==> config.mk <==
export PLATFORM = sky130hd
export DESIGN_NAME = sprite_palette_lut
export DESIGN_NICKNAME = d
export VERILOG_FILES = /design/src/rtl/sprite_pkg.sv /design/src/rtl/palette_ram.sv /design/src/rtl/sprite_palette_lut.sv
export SDC_FILE = /design/constraint.sdc
export NUM_CORES = 1
export LEC_CHECK = 0
export CORE_MARGIN = 10
export CORE_UTILIZATION = 45
export CTS_BUF_LIST = sky130_fd_sc_hd__clkbuf_2 sky130_fd_sc_hd__clkbuf_4 sky130_fd_sc_hd__clkbuf_8
export CTS_CLUSTER_DIAMETER = 200
export DETAILED_ROUTE_END_ITERATION = 16
export GPL_TIMING_DRIVEN = 0
export HOLD_SLACK_MARGIN = 0.03
export PLACE_DENSITY_LB_ADDON = 0.12
export SLEW_MARGIN = 20
export SYNTH_ARGS = -nofsm -noshare
export SYNTH_HDL_FRONTEND = slang
export SYNTH_SLANG_ARGS = --single-unit
==> constraint.sdc <==
create_clock -name Clk -period 2.1 [get_ports Clk]
set_input_delay 0.63 -clock Clk [delete_from_list [all_inputs] [get_ports Clk]]
set_output_delay 0.63 -clock Clk [all_outputs]
set_load 0.005 [all_outputs]
Cell placement:
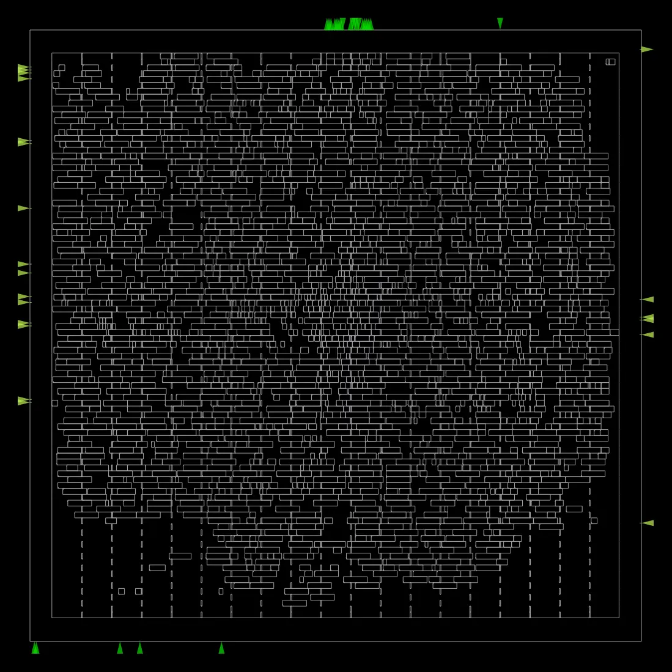
sequential cells: 795
flop share of the area: 63.42%
final core occ: 54.81%
num rows: 96
Non-Filler Instances: 2882

Metal layers overlaid:
Bar = 100 um.
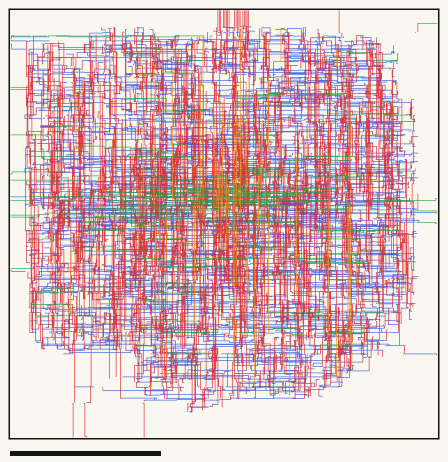
met5: shown in purple, wire length 30.4 um. met3: shown in green, wire length 6130 um. met1: shown in blue, wire length 34.3 mm. met2: shown in red, wire length 41.7 mm. met4: shown in orange, wire length 3240 um.
overall routing resource usage: 21.70%
final WL: 85490 um
Vias: 16770

The metal 4 layer:
Supply wires on this layer in gray.
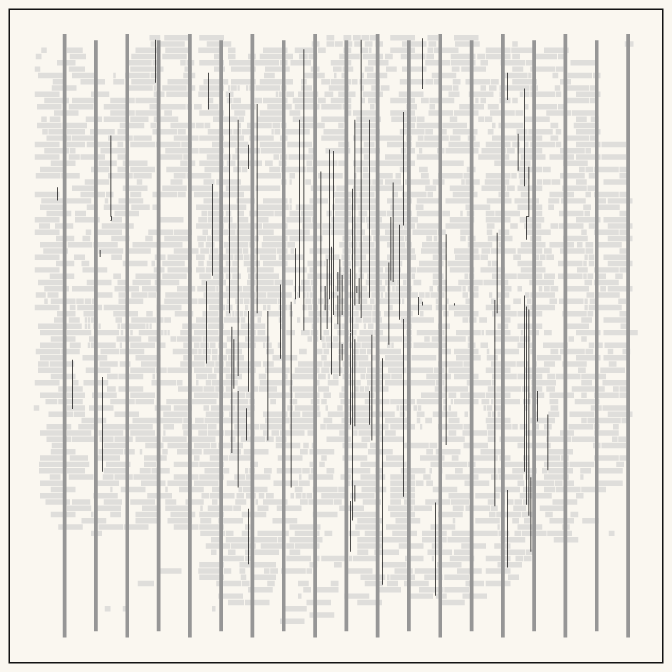
60 nets have wire on it. The layer carries 3240 um of wire. The wires run mostly vertical. The layer holds 3.8% of the routed length.

==> impl_metrics.yaml <==
# flow metrics
yosys:
  ys_cells: 1639
  edf_count: 780
  yosys_area_um2: 31050
  syn_area_um2: 31050
  avgSynthCellArea_um2: 18.94
  netlist_instances: 1639
  syn_nets: 1669
  flop_cell: "edfxtp_1"
  synth_area_leader_cell: "edfxtp_1"
  synth_seq_share_pct: 76.65
  synth.distinct_cells: 40
  synth_flops: 795
  yosys-top-cells-area: "edfxtp_1 75%, mux2i_1 7.9%, mux4_2 5.8%, a22oi_1 2.5%, dfrtp_1 1.2%"
  synth_warnings: 0
outcome:
  status: "complete, but fails checks"
  violations: "setup timing"
final_timing:
  setup_violations: 5
  finClkSkew_ns: 0.02003
  post-route-min-period_ns: 2.176
  worst_slack_ns: -0.07643
  final.setup.tns_ns: -0.1689
  slew_viol_final: 0
  finalCritPeriodShare_pct: 103.6
  finalHoldWorstSlack_ns: 0.2013
  max_freq_mhz: 459.5
  finalHoldViolCount: 0
  relSlewSlack_pct: 31.94
  grt_setup_unrepaired: "true"
place:
  dp_cells: 2564
  pre_cts_slack_ns: -1.761
  port_buffers: 32
  place.gp.congestion: 0.9686
  place_area_um2: 33170
  hpwl_um: 54650
setup_path:
  end_kind: "flip-flop"
  path_delay_family: "multiplexers"
  cp.required_ns: 2.58
  r2r_cells: 5
  worst-path-max-fanout: 1
  crit_arrival_ns: 2.66
  path_cells: "mux4_2, mux2_2, or3_1, o211ai_1, o311ai_2"
  critPathMaxStageDelay_ns: 0.53
  crit_type: "flip-flop to flip-flop"
  startpoint_type: "flip-flop"
  path_buffers: 0
  r2r_setup_slack_ns: -0.08
clock_tree:
  cts_hold_buf: 0
  cts_root_buf: "clkbuf_8"
  cts.reportedPaths.clkPinSlew_ns: 0.06
  cts-htree-levels: 4
  clk-insertion-delay-late_ns: 0.77
  tritoncts: "done"
  numCtsBuffers: 134
  cts.sinks: 795
  cts_buffer_depth: 3
power:
  p_leak_nw: 12.70
  power_density_nw_per_um2: 886.4
  peakVddDrop_v: 0.0009084
  power.total_mw: 33.26
cells_and_area:
  ff_latch_area_um2: 23800
  logic_area_um2: 7378
  largest_reg_flops: 768
  drive_gt1_share_pct: 29.43
  nFillCells: 5315
  syn_to_final_growth_pct: 20.85
  stdcell_area_um2: 37520
  final_common_cell: "edfxtp_1"
  lay_top_cells: "780 x edfxtp_1, 244 x mux2i_1, 145 x clkbuf_8, 101 x a22oi_1, 80 x mux4_2"
  nets: 1932
min_path:
  holdCritPathClass: "input pin to async pin"
drt:
  ant_nets: 0
  vias_per_cell: 5.817
  drc: 0
  drtPass1Iterations: 5
  drt_iter0_markers: 1782
grt:
  grt_first_pass_wirelength_um: 121700
  grt_max_degree: 66
  grt_antenna_before_repair: 7
  overflow: 0
  grt_pass1_vias: 17500
floorplan:
  initCoreUtil_pct: 45.35
  die_h_um: 282.7
  fp.dieArea_um2: 79900
  boundaryPins: 45
  core_um2: 68470
job:
  drv_cap: 0
  warning_count: 31
==> what timing repair did <==
action | CTS | global route
endpoints found under the setup margin | 710 | 447
gates resized | 130 | 47
cloned | 0 | 0
setup buffers | 68 | 16
pin swaps | 46 | 11
==> cells in the mapped netlist (2+ instances only) <==
library cell	instances
inv_1	4
nor3_1	3
nor2b_1	8
mux2i_1	246
mux4_2	80
buf_6	5
nand3_1	48
buf_2	34
buf_1	2
and2_1	2
xor2_1	3
o21ai_0	13
a22oi_1	105
mux2_2	13
clkbuf_1	39
xnor2_1	3
nand2_1	64
dfrtp_1	15
buf_4	19
nand4_1	12
a32oi_1	11
a21oi_1	31
nor2_1	68
or3b_2	2
edfxtp_1	780
nand3b_1	2
a221oi_1	10
nand2b_1	3
or3_1	3
==> power breakdown <==
group / switching [mW] / leakage (nW) / internal, mW
logic: 1.40 / 4.14 / 0.784
registers: 0.0580 / 7.21 / 17.6
clock network: 6.02 / 1.36 / 7.40
==> routing by layer <==
metal / global-route usage, % / part of all wire (%) / vias up
li1: - / - / 7189
met1: 27.74 / 40 / 8707
met2: 34.87 / 49 / 697
met3: 5.113 / 7.2 / 166
met4: 9.915 / 3.8 / 6
met5: 0 / 0.035 / -
==> area by class of cell <==
type	count	area share, %
Antenna cell	2	0.01334
Buffer	99	2.394
Clock buffer	187	6.125
Clock inverter	45	0.7636
Inverter	4	0.04001
Multi-Input combinational cell	741	19.66
Sequential cell	795	63.42
Tap cell	882	2.941
Timing Repair Buffer	127	4.638
==> cell families after synthesis <==
logic type / after synthesis / synth area share (%)
DFF: 795 / 76.65
xor gates and xnor gates: 6 / 0.1693
AOI/OAI and AO/OA: 176 / 3.998
buffers and inverters: 103 / 1.733
and+or+nand+nor: 219 / 3.236
muxes: 339 / 14.21
other: 1 / 0.01208
Power is estimated from default activity; no workload was simulated.
